--- config.mk ---
export PLATFORM = sky130hd
export DESIGN_NAME = ram_uart_loader
export DESIGN_NICKNAME = d
export VERILOG_FILES = /design/src/rtl/ram_uart_loader.sv
export SDC_FILE = /design/constraint.sdc
export NUM_CORES = 1
export LEC_CHECK = 0
export CORE_MARGIN = 8
export CORE_UTILIZATION = 41
export DETAILED_ROUTE_END_ITERATION = 7
export HOLD_SLACK_MARGIN = 0.1
export MAX_ROUTING_LAYER = met4
export PLACE_DENSITY = 0.69
export REMOVE_ABC_BUFFERS = 1
export SETUP_SLACK_MARGIN = 0.3
export SKIP_CTS_REPAIR_TIMING = 1
export SLEW_MARGIN = 20
export SYNTH_ARGS = -nofsm -noshare
export SYNTH_HDL_FRONTEND = slang
export SYNTH_SLANG_ARGS = --single-unit
--- constraint.sdc ---
create_clock -name clka -period 3 [get_ports clka]
set_input_delay 0.3 -clock clka [delete_from_list [all_inputs] [get_ports clka]]
set_output_delay 0.3 -clock clka [all_outputs]
set_load 0.01 [all_outputs]
--- src/rtl/ram_uart_loader.sv ---
// ram_uart_loader: turns a UART byte stream into 32-bit RAM writes.
// Frame = 16-bit word count N (LSB first) followed by N little-endian words.
// Words land at BASE_ADDR, BASE_ADDR+1, ... on RAM port A.
// Optional feature macro LOADER_VERIFY_EN: read back each word after writing
// it and abort the load on a mismatch. Without it douta is ignored.
//
// Byte handshake: a byte moves on a rising clka edge where rx_valid and
// rx_ready are both high. rx_ready depends only on the current state, so the
// sender may hold rx_valid high indefinitely; the byte is not consumed until
// rx_ready is seen high on the same edge.
module ram_uart_loader #(
  parameter int ADDR_W    = 20,
  parameter int DEPTH     = 128,
  parameter int BASE_ADDR = 0
) (
  input  logic              clka,
  input  logic              rst_n,
  input  logic              start,
  input  logic [7:0]        rx_data,
  input  logic              rx_valid,
  output logic              rx_ready,
  output logic [ADDR_W-1:0] addra,
  output logic [31:0]       dina,
  output logic              wea,
  input  logic [47:0]       douta,
  output logic              busy,
  output logic              done,
  output logic              error,
  output logic [15:0]       words_loaded,
  output logic [3:0]        dbg_state
);

  localparam logic [3:0] S_IDLE  = 4'd0;
  localparam logic [3:0] S_HDR0  = 4'd1;
  localparam logic [3:0] S_HDR1  = 4'd2;
  localparam logic [3:0] S_DATA  = 4'd3;
  localparam logic [3:0] S_WRITE = 4'd4;
`ifdef LOADER_VERIFY_EN
  localparam logic [3:0] S_VRD   = 4'd5;
  localparam logic [3:0] S_VCMP  = 4'd6;
`endif
  localparam logic [3:0] S_DONE  = 4'd7;
  localparam logic [3:0] S_ERR   = 4'd8;

  // 17 bits so that the largest header (0xFFFF) compares correctly against DEPTH.
  localparam logic [16:0] DEPTH_L = 17'(DEPTH);

  logic [3:0]        state_q, state_d;
  logic [15:0]       n_q, n_d;
  logic [1:0]        byte_idx_q, byte_idx_d;
  logic [31:0]       word_q, word_d;
  logic [ADDR_W-1:0] addra_q, addra_d;
  logic [31:0]       dina_q, dina_d;
  logic              wea_q, wea_d;
  logic              busy_q, busy_d;
  logic              done_q, done_d;
  logic              error_q, error_d;
  logic [15:0]       words_q, words_d;

  logic [15:0]       hdr_n;
  logic [31:0]       word_next;
  logic [15:0]       words_inc;
  logic [ADDR_W-1:0] word_addr;
  logic              unused_douta;

`ifdef LOADER_VERIFY_EN
  assign unused_douta = ^douta[47:32];
`else
  assign unused_douta = ^douta;
`endif

  // Address of the word about to be written: base plus index, wrapped to ADDR_W.
  assign word_addr = ADDR_W'(BASE_ADDR) + ADDR_W'(words_q);
  assign words_inc = words_q + 16'd1;

  // Byte acceptance is a pure decode of the current state.
  assign rx_ready = (state_q == S_HDR0) || (state_q == S_HDR1) || (state_q == S_DATA);

  assign addra        = addra_q;
  assign dina         = dina_q;
  assign wea          = wea_q;
  assign busy         = busy_q;
  assign done         = done_q;
  assign error        = error_q;
  assign words_loaded = words_q;
  assign dbg_state    = state_q;

  // Next-state and output-register computation for the load sequence.
  always_comb begin
    state_d    = state_q;
    n_d        = n_q;
    byte_idx_d = byte_idx_q;
    word_d     = word_q;
    addra_d    = addra_q;
    dina_d     = dina_q;
    wea_d      = 1'b0;
    busy_d     = busy_q;
    done_d     = done_q;
    error_d    = error_q;
    words_d    = words_q;
    hdr_n      = {rx_data, n_q[7:0]};
    word_next  = word_q;
    word_next[{byte_idx_q, 3'b000} +: 8] = rx_data;

    case (state_q)
      S_IDLE: begin
        if (start) begin
          state_d = S_HDR0;
          busy_d  = 1'b1;
          done_d  = 1'b0;
          error_d = 1'b0;
          words_d = 16'd0;
        end
      end

      S_HDR0: begin
        if (rx_valid) begin
          n_d[7:0] = rx_data;
          state_d  = S_HDR1;
        end
      end

      S_HDR1: begin
        if (rx_valid) begin
          n_d[15:8] = rx_data;
          if (hdr_n == 16'd0) begin
            state_d = S_DONE;
            done_d  = 1'b1;
            busy_d  = 1'b0;
          end else if ({1'b0, hdr_n} > DEPTH_L) begin
            // Oversized image is rejected before any RAM write.
            state_d = S_ERR;
            error_d = 1'b1;
            busy_d  = 1'b0;
          end else begin
            state_d    = S_DATA;
            byte_idx_d = 2'd0;
          end
        end
      end

      S_DATA: begin
        if (rx_valid) begin
          word_d = word_next;
          if (byte_idx_q == 2'd3) begin
            // Register the write so wea is high exactly while in WRITE.
            state_d    = S_WRITE;
            byte_idx_d = 2'd0;
            wea_d      = 1'b1;
            addra_d    = word_addr;
            dina_d     = word_next;
          end else begin
            byte_idx_d = byte_idx_q + 2'd1;
          end
        end
      end

      S_WRITE: begin
        words_d = words_inc;
`ifdef LOADER_VERIFY_EN
        state_d = S_VRD;
`else
        if (words_inc < n_q) begin
          state_d = S_DATA;
        end else begin
          state_d = S_DONE;
          done_d  = 1'b1;
          busy_d  = 1'b0;
        end
`endif
      end

`ifdef LOADER_VERIFY_EN
      S_VRD: begin
        // addra still holds the written address; RAM returns it next cycle.
        state_d = S_VCMP;
      end

      S_VCMP: begin
        if (douta[31:0] != dina_q) begin
          state_d = S_ERR;
          error_d = 1'b1;
          busy_d  = 1'b0;
        end else if (words_q < n_q) begin
          state_d = S_DATA;
        end else begin
          state_d = S_DONE;
          done_d  = 1'b1;
          busy_d  = 1'b0;
        end
      end
`endif

      S_DONE: state_d = S_IDLE;

      S_ERR: state_d = S_IDLE;

      default: state_d = S_IDLE;
    endcase
  end

  // State and output registers with asynchronous reset.
  always_ff @(posedge clka or negedge rst_n) begin
    if (!rst_n) begin
      state_q    <= S_IDLE;
      n_q        <= 16'd0;
      byte_idx_q <= 2'd0;
      word_q     <= 32'd0;
      addra_q    <= '0;
      dina_q     <= 32'd0;
      wea_q      <= 1'b0;
      busy_q     <= 1'b0;
      done_q     <= 1'b0;
      error_q    <= 1'b0;
      words_q    <= 16'd0;
    end else begin
      state_q    <= state_d;
      n_q        <= n_d;
      byte_idx_q <= byte_idx_d;
      word_q     <= word_d;
      addra_q    <= addra_d;
      dina_q     <= dina_d;
      wea_q      <= wea_d;
      busy_q     <= busy_d;
      done_q     <= done_d;
      error_q    <= error_d;
      words_q    <= words_d;
    end
  end

endmodule

==> summary.txt, run 1 <==
Main metrics from the flow reports.

The flow ran to the end, and the final reports show no timing, DRC or antenna violations. The highest clock rate is 0.392 GHz. The count of tool warnings is 78.

The switching power total came out at 1.67 mW. The signal on the critical path passes through nand3_1 > nor3_2 > buf_4 > nand4_1 > xnor2_1 > ha_1 > a21oi_1 > o21ai_0 > a21oi_1 > o21ai_2 > o311a_1. The count of endpoints failing hold in the final timing report is 0.

The number of buffers on the longest clock path is 2. OpenSTA, run right after detailed placement, puts the worst setup slack at 203 ps. The final instance count without filler cells is 850. The highest layer touched by signal routing is met4. The layout buffering overhead excluding clock cells came out at 13.8%. Looking at the cell usage after synthesis, the top flip-flop cell is sky130_fd_sc_hd__dfrtp_1. The die boundary width came out at 136 µm.

The hold slack came out at 395 ps. The arrival time of the worst setup path is 2850 ps. The number of clock sinks came out at 122. The number of flops mapped to enable cells by yosys is 0.

The total negative setup slack came out at 0 ps. The xor and xnor fraction of the mapped netlist area is 2.09%. The later pin in the worst-skew pair is clocked with a latency of 420 ps. Cell internal power was estimated by the tool at 3.97 mW. The share of the final layout cell area in multi-input gates is 34.3%.

The compound-cell area share of the yosys netlist is 17.0%. The H-tree generated during clock tree synthesis spans 4 levels. The instance area at placement is 6970 µm². The maximum net fanout on the critical path came out at 8. After synthesis the cells add up to 5880 µm². Power attributed to the clock group is 2.05 mW. Setup repair after global routing left no endpoint under its margin. The violation count after the first detailed-routing iteration is 223. Among the non-sequential cells, AND-OR/OR-AND gates take the most area. The routed design shows a wire length per standard cell of 16.7 µm. The clock transition at the register clock pins on the worst setup and hold paths after CTS came out at 50 ps. Non-clock buffers in the final layout number 110.

The worst reg2reg path depth is 11. The synthesized instance count came out at 563. The shortest period the worst path allows came out at 2550 ps. After legalization and detailed placement, the total HPWL measured 9.75 mm. The setup path with the least slack is of type reg -> reg. The biggest slice of the area belongs to flip-flops and latches. Combinational power for this build is 1.42 mW. The flop count is 122. The number of max-cap violations is 0. The type of the most critical hold path is in -> async. The number of antenna cells inserted came out at 0. The remaining antenna violation count after routing came out at 0. The number of distinct standard cells referenced by the synthesized netlist came out at 51.

The post-synthesis sequential element count came out at 122. The routability congestion estimate came out at 0.822. Buffers inserted during clock tree synthesis total 17. The worst setup margin is 446 ps. The area of the die came out at 18400 µm². The number of rows in the core area came out at 43. The proportion of synthesized flip-flops having asynchronous set or reset is 100%.

After synthesis, the cell types taking the most area are sky130_fd_sc_hd__dfrtp_1, sky130_fd_sc_hd__a22o_1, sky130_fd_sc_hd__mux2_2. 137 I/O pins were placed. The fill cell instance count of the final layout is 1156. The routed design uses 934 µm of met3 wire. The final layout report lists a clock buffer count of 24.

The routed design shows a via density per instance of 5.28. The script parses the final routing iteration and logs DRC violations as 0. The adder and majority cell fraction of the synthesized area came out at 4.68%. The number of cells in the yosys synthesis report came out at 563. Yosys reports that the leading cell type by area covers 51.9% of the netlist area. Post-synthesis, Yosys gives the total cell area as 5880 µm². The most frequently used library cell after synthesis is sky130_fd_sc_hd__dfrtp_1. For this design the static power due to leakage is 3.50 nW. The clock skew after layout came out at 9.42 ps. The layout cell share with drive strength beyond 1 came out at 16.0%. TritonCTS built the clock tree.

The pin slew with the least headroom to its limit is 570 ps. For the worst setup path, the data required time is 3300 ps. Overall power consumption after layout is estimated at 5.64 mW. IR analysis of the VDD net gives a maximum drop of 437 µV. In this run the layout overhead on the synthesized area is reported as 30.4%. The areal power density over the cells is 736 nW/µm². The slack of the worst reg-to-reg path came out at 450 ps. The total number of nets in the final design came out at 740.

For the worst reg-to-reg path, the endpoint reported by OpenROAD is done$_DFFE_PN0P_. The number of well taps is 180. The master cell of the clock root buffer is sky130_fd_sc_hd__clkbuf_16. The routed wire length is 14.2 mm. The combined area of the multi-input logic cells is 2630 µm². Measured along the y axis, the die boundary spans 136 µm. The cell repeated most along the worst path is sky130_fd_sc_hd__a21oi_1. On the critical path, the stage with the largest delay is an instance of sky130_fd_sc_hd__dfrtp_2.

For this block, wires on met1 add up to 6.49 mm. The area fraction in mux cells came out at 5.94%. The combinational cell fraction of total power came out at 25.2%. Looking at the group totals, the largest power group turns out to be sequential cells.

The most frequent logic cell in the layout is sky130_fd_sc_hd__dfrtp_1. The startpoint of the lowest-slack register-to-register path is words_loaded[2]$_DFFE_PN0P_. In this run, the clock network consumes 36.3% of the power.

The fraction of area in clock buffers and inverters came out at 7.82%. The portion of the post-synthesis area used by sequential elements is 51.9%.
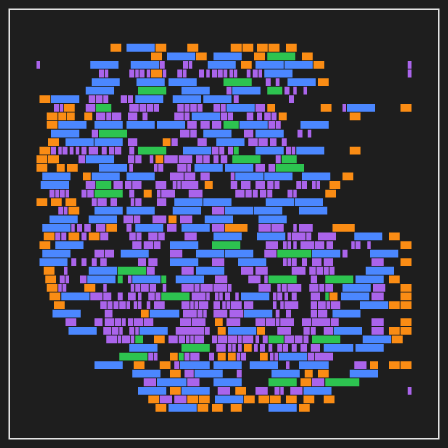
Figure 1: run 1, placement by cell class.
[green] clock drivers and dummy loads | cells: 31
[orange] remaining buffers and delay cells | cells: 110
[purple] remaining logic cells | cells: 407
[blue] sequential cells | cells: 122
final standard cell area without fillers: 7660 µm²
post-layout util: 55.0%

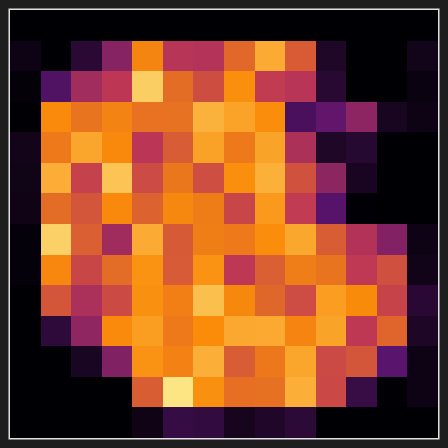
Figure 2: run 1, cell area per tile.
14 x 14 tiles, from black (low) to pale yellow (high), 0 to 100% covered.
mean over tiles: 40%
nearly empty tiles: 24%
emptiest ninth of the die: top right
densest ninth of the die: middle
initial cell density of the core: 42.2%
Core Box Area: 13900 µm²

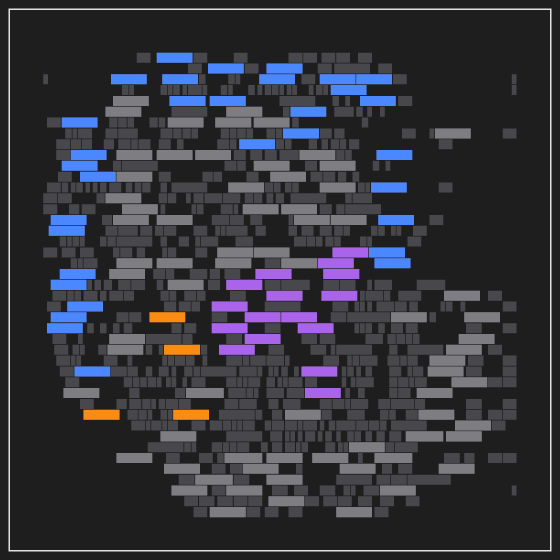
Figure 3: run 1, sequential cells colored by netlist name.
[orange] dbg_state | placed flops: 4
[purple] n_q | placed flops: 16 | where: middle
[blue] dina | placed flops: 32
not colored: 70
sequential share of cell area: 39.9%
Sequential Power: 2.17 mW
combined flip-flop and latch cell area: 3060 µm²

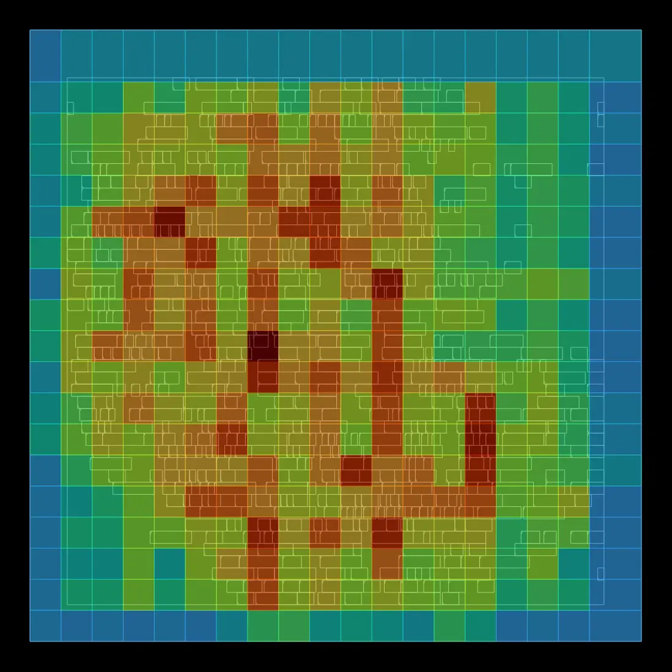
Figure 4: run 1, congestion heat map.
layer with the highest usage after global routing: met2
met1 Resource Use GR: 21.0%
Overall Global Routing Usage: 16.6%
global-route met3 utilization: 4.75%
fraction of met2 tracks used by global routing: 24.2%

==> run 1 -> run 2 <==
--- a/config.mk
+++ b/config.mk
@@ -5,6 +5,7 @@
 export SDC_FILE = /design/constraint.sdc
 export NUM_CORES = 1
 export LEC_CHECK = 0
+export ABC_CLOCK_PERIOD_IN_PS = 3000
 export CORE_MARGIN = 8
 export CORE_UTILIZATION = 41
 export DETAILED_ROUTE_END_ITERATION = 7
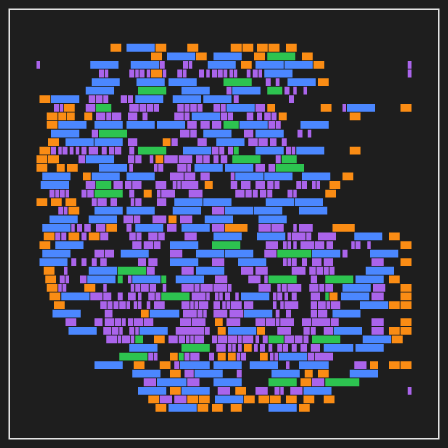
Figure 5: run 2, placement by cell class.
[green] clock drivers and dummy loads | cells: 31
[purple] remaining logic cells | cells: 407
[orange] remaining buffers and delay cells | cells: 110
[blue] sequential cells | cells: 122
number of placement rows: 43

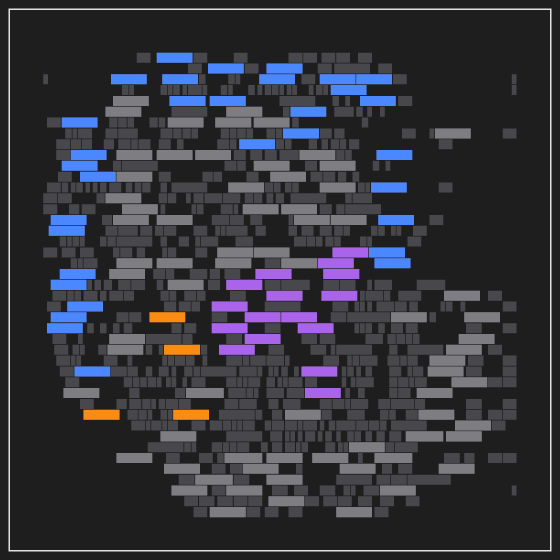
Figure 6: run 2, sequential cells colored by netlist name.
[orange] dbg_state | placed flops: 4
[blue] dina | placed flops: 32
[purple] n_q | placed flops: 16 | where: middle

==> run 2 against run 1 <==
  * Sequential share of layout area unchanged
  * Synthesized cell count unchanged
  * Core utilization unchanged
  * Sequential power about the same
  * Critical path type unchanged
  * Largest power group unchanged
  * Highest routed layer unchanged
==> summary.txt, run 2 <==
Main metrics from the flow reports.

The flow ran to the end, and the final reports show no timing, DRC or antenna violations. Checking hold timing, the worst path is listed with class in -> async. The highest clock rate came out at 0.392 GHz. The clock power share is 36.3%. The count of endpoints failing hold in the final timing report came out at 0. The share of the final layout cell area in multi-input gates came out at 34.3%. The overall power after layout came out at 5.64 mW. The met1 capacity usage during global routing came out at 21.0%.

Hold timing on the final database bottoms out at a slack of 395 ps. Compared with the post-synthesis result, the final layout area differs by 30.4%. Setup repair after global routing left no endpoint under its margin. The violation count after the first detailed-routing iteration came out at 223.

The post-synthesis sequential element count is 122. The clock network power came out at 2.05 mW. Summed over all failing endpoints, the final setup total negative slack is 0 ps.

The proportion of synthesized flip-flops having asynchronous set or reset came out at 100%. Clock buffers in the final layout number 24. Looking at the group totals, the largest power group turns out to be sequential cells.

Power attributed to combinational cells is 1.42 mW. The HPWL reported at the end of detailed placement is 9.75 mm. Per the final report, the share of cell area in non-clock buffers is 13.8%. The combined area of the multi-input logic cells came out at 2630 µm². Per the power-grid run, VDD falls by no more than 437 µV. The root buffer cell chosen for the clock tree is sky130_fd_sc_hd__clkbuf_16. The clock transition at the register clock pins on the worst setup and hold paths after CTS is 50 ps. The worst reg2reg path depth came out at 11. The detailed router reports a met3 wire length of 934 µm.

TritonCTS built the clock tree. During tapcell insertion the tool placed 180 well taps. In this run the critical register-to-register path is launched from words_loaded[2]$_DFFE_PN0P_. The number of vias per cell after detailed routing came out at 5.28. The power consumed by sequential cells is 2.17 mW. The area of the die came out at 18400 µm².

From bottom edge to top edge, the die measures 136 µm. The total number of nets in the final design came out at 740. The count of nets left with antenna violations once routing finished came out at 0. For reference, XOR and XNOR gates occupy 2.09% of the area reported after synthesis. Per the detail_route report, routed wire per instance is 16.7 µm. For this run, the total global-route usage over all layers was measured as 16.6%.

The number of flops mapped to enable cells by yosys came out at 0. The routed wire length came out at 14.2 mm. Multiplexer cells account for 5.94% of the synthesized area. The worst path required time is 3300 ps. The number of top-level pins is 137. Summed over all cells, the static leakage comes to 3.50 nW. The report counts max-capacitance violations totalling 0. The clock tree has to reach 122 sinks. Per the detail_route log, the uppermost layer with routed signals is met4.

The number of distinct standard cells referenced by the synthesized netlist is 51. The fraction of met3 tracks used by global routing is 4.75%. After filler insertion, the fill cell instance count of the layout stands at 1156. The areal power density over the cells came out at 736 nW/µm².

The report lists the cells along the critical path as nand3_1 > nor3_2 > buf_4 > nand4_1 > xnor2_1 > ha_1 > a21oi_1 > o21ai_0 > a21oi_1 > o21ai_2 > o311a_1. The layout cell share with drive strength beyond 1 came out at 16.0%. The combinational cell fraction of total power is 25.2%.

The area taken by flip-flops and latches is 3060 µm². By instance count, the cell type seen most on the critical path is sky130_fd_sc_hd__a21oi_1. By area the synthesized netlist is led by sky130_fd_sc_hd__dfrtp_1, sky130_fd_sc_hd__a22o_1, sky130_fd_sc_hd__mux2_2. The most numerous cell in the Yosys netlist is sky130_fd_sc_hd__dfrtp_1. The number of cells in the yosys synthesis report came out at 563.

The floorplan step defined a core boundary enclosing 13900 µm². The worst setup margin came out at 446 ps. The pin slew with the least headroom to its limit is 570 ps. The global routing report lists met2 layer usage as 24.2%.

Per the STA report, the cell with the highest stage delay on the worst path is sky130_fd_sc_hd__dfrtp_2. The shortest period the worst path allows is 2550 ps. The netlist area before placement is 5880 µm². The maximum net fanout on the critical path came out at 8. The register share of the cell area is 39.9%. For this block, wires on met1 add up to 6.49 mm. The final instance count without filler cells is 850.

Looking at the global route congestion table, the highest-usage layer is met2. The design internal power is 3.97 mW.
==> run 2 -> run 3 <==
--- a/config.mk
+++ b/config.mk
@@ -15,7 +15,6 @@
 export REMOVE_ABC_BUFFERS = 1
 export SETUP_SLACK_MARGIN = 0.3
 export SKIP_CTS_REPAIR_TIMING = 1
-export SLEW_MARGIN = 20
 export SYNTH_ARGS = -nofsm -noshare
 export SYNTH_HDL_FRONTEND = slang
 export SYNTH_SLANG_ARGS = --single-unit
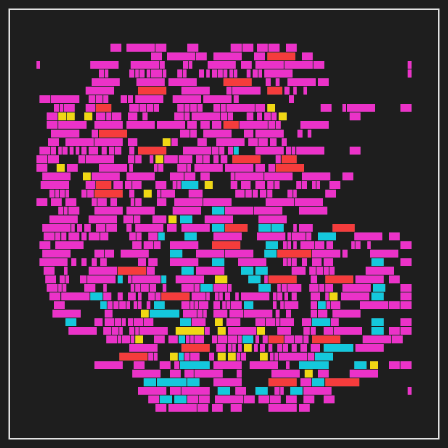
Figure 7: run 3, drive-strength map.
[cyan] x2 | cells: 53 | share: 7.9%
[red] x6 and larger | cells: 27 | share: 4.0%
[yellow] x3 and x4 | cells: 27 | share: 4.0%
[magenta] x1 and smaller | cells: 563 | share: 84%
non-clock buffer count: 110
area delta synth->final: 30.4%
worst setup margin: 446 ps

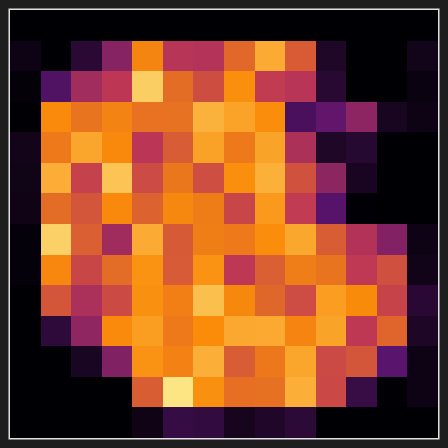
Figure 8: run 3, cell area per tile.
14 x 14 tiles, from black (low) to pale yellow (high), 0 to 100% covered.
tiles over 75% full: 17%
densest ninth of the die: middle
mean over tiles: 40%
nearly empty tiles: 24%
emptiest ninth of the die: top right
fullest tile: 94%

==> run 3 against run 2 <==
  * Critical path depth did not move
  * Sequential power about the same
  * Register-to-register slack hardly changed
  * Critical endpoint unchanged
==> summary.txt, run 3 <==
Main metrics from the flow reports.

The arrival time of the worst setup path is 2850 ps. The synth_stat.txt file lists the number of cells as 563. In the final timing run, aggregate negative setup slack is 0 ps. Global routing used 16.6% of the available tracks. The signal on the critical path passes through nand3_1 > nor3_2 > buf_4 > nand4_1 > xnor2_1 > ha_1 > a21oi_1 > o21ai_0 > a21oi_1 > o21ai_2 > o311a_1. The clock transition at the register clock pins on the worst setup and hold paths after CTS came out at 50 ps. The synthesized instance count is 563. The met1 layer wirelength in the final routing came out at 6.49 mm. The worst path required time is 3300 ps. The met2 track utilization from global routing came out at 24.2%. The total number of nets in the final design is 740. The routed wire length came out at 14.2 mm.

Ranked by power, first place goes to sequential cells. The worst ir drop on vdd is 437 µV. The fraction of final cell area spent on clock buffers and inverters in this run is 7.82%. The adder and majority cell fraction of the synthesized area came out at 4.68%. Across the whole layout, storage elements account for 3060 µm². The combined area of the multi-input logic cells is 2630 µm². Dividing the detail-routed via count by the number of cells gives 5.28.

The routed wire length per instance came out at 16.7 µm. The uppermost layer routed is met4. The number of max-cap violations is 0. The final instance count without filler cells came out at 850. Routing resource usage on met1 recorded by global route was 21.0%. The leakage power figure came out at 3.50 nW. The summed standard-cell area reported by yosys is 5880 µm². The layout buffering overhead excluding clock cells is 13.8%. The number of well taps came out at 180. The design internal power is 3.97 mW. The routed wire length on met3 came out at 934 µm. The type of the most critical hold path is in -> async.

The share of the final layout cell area in multi-input gates is 34.3%. The start-to-end type of the worst setup path is reg -> reg. Per the timing report, the most critical flop-to-flop path finishes at done$_DFFE_PN0P_. The overall power after layout came out at 5.64 mW. The number of clock sinks came out at 122.

The pin slew with the least headroom to its limit is 570 ps. Among all cell types in the netlist, the one instantiated most often is sky130_fd_sc_hd__dfrtp_1. The run finished with clean final reports. After synthesis, the largest area contributor takes up 51.9% of total cell area.

The proportion of synthesized flip-flops having asynchronous set or reset came out at 100%. The placeable core area is 13900 µm². The shortest period the worst path allows is 2550 ps. The clock skew after layout is 9.42 ps. The routability congestion estimate came out at 0.822. The core utilization of the finished layout is 55.0%. The CTS report gives the tree buffer count as 17. The master of the slowest instance on the critical path is sky130_fd_sc_hd__dfrtp_2. Setup repair after global routing left no endpoint under its margin. Pin placement for this block handled 137 I/O pins. Per the post-route antenna check, the number of violating nets is 0. Row generation in the floorplan step produced 43 rows. The core utilization before placement came out at 42.2%. The instance area at placement came out at 6970 µm². The violation count after the first detailed-routing iteration is 223. Among logic cells in the layout, the one with the most instances is sky130_fd_sc_hd__dfrtp_1. Global route summary, busiest routing layer listed as met2. For this run, the script counts the antenna cells in the layout as 0. The total combinational power came out at 1.42 mW.

Of the total power, combinational logic draws 25.2%. Measured along the y axis, the die boundary spans 136 µm. The area fraction in mux cells came out at 5.94%. The TritonCTS clock tree is built. The number of flops mapped to enable cells by yosys is 0. The clock insertion delay at the later pin of the skew report came out at 420 ps. The HPWL reported at the end of detailed placement came out at 9.75 mm. The top flip-flop cell by instance count after synthesis is sky130_fd_sc_hd__dfrtp_1. OpenROAD emitted warnings numbering 78. The count of endpoints failing hold in the final timing report is 0. For reference, XOR and XNOR gates occupy 2.09% of the area reported after synthesis. The placement-stage worst setup slack is 203 ps.

The layout cell share with drive strength beyond 1 came out at 16.0%. The compound-cell area share of the yosys netlist came out at 17.0%. The synthesized design contains 122 register bits. The fill cell instance count of the final layout is 1156.

The cell sitting at the root of the clock tree is a sky130_fd_sc_hd__clkbuf_16. The clock network accounts for 36.3% of the total power. The cell repeated most along the worst path is sky130_fd_sc_hd__a21oi_1.

The clock buffer count in the final layout came out at 24.
Power is estimated from default activity; no workload was simulated.
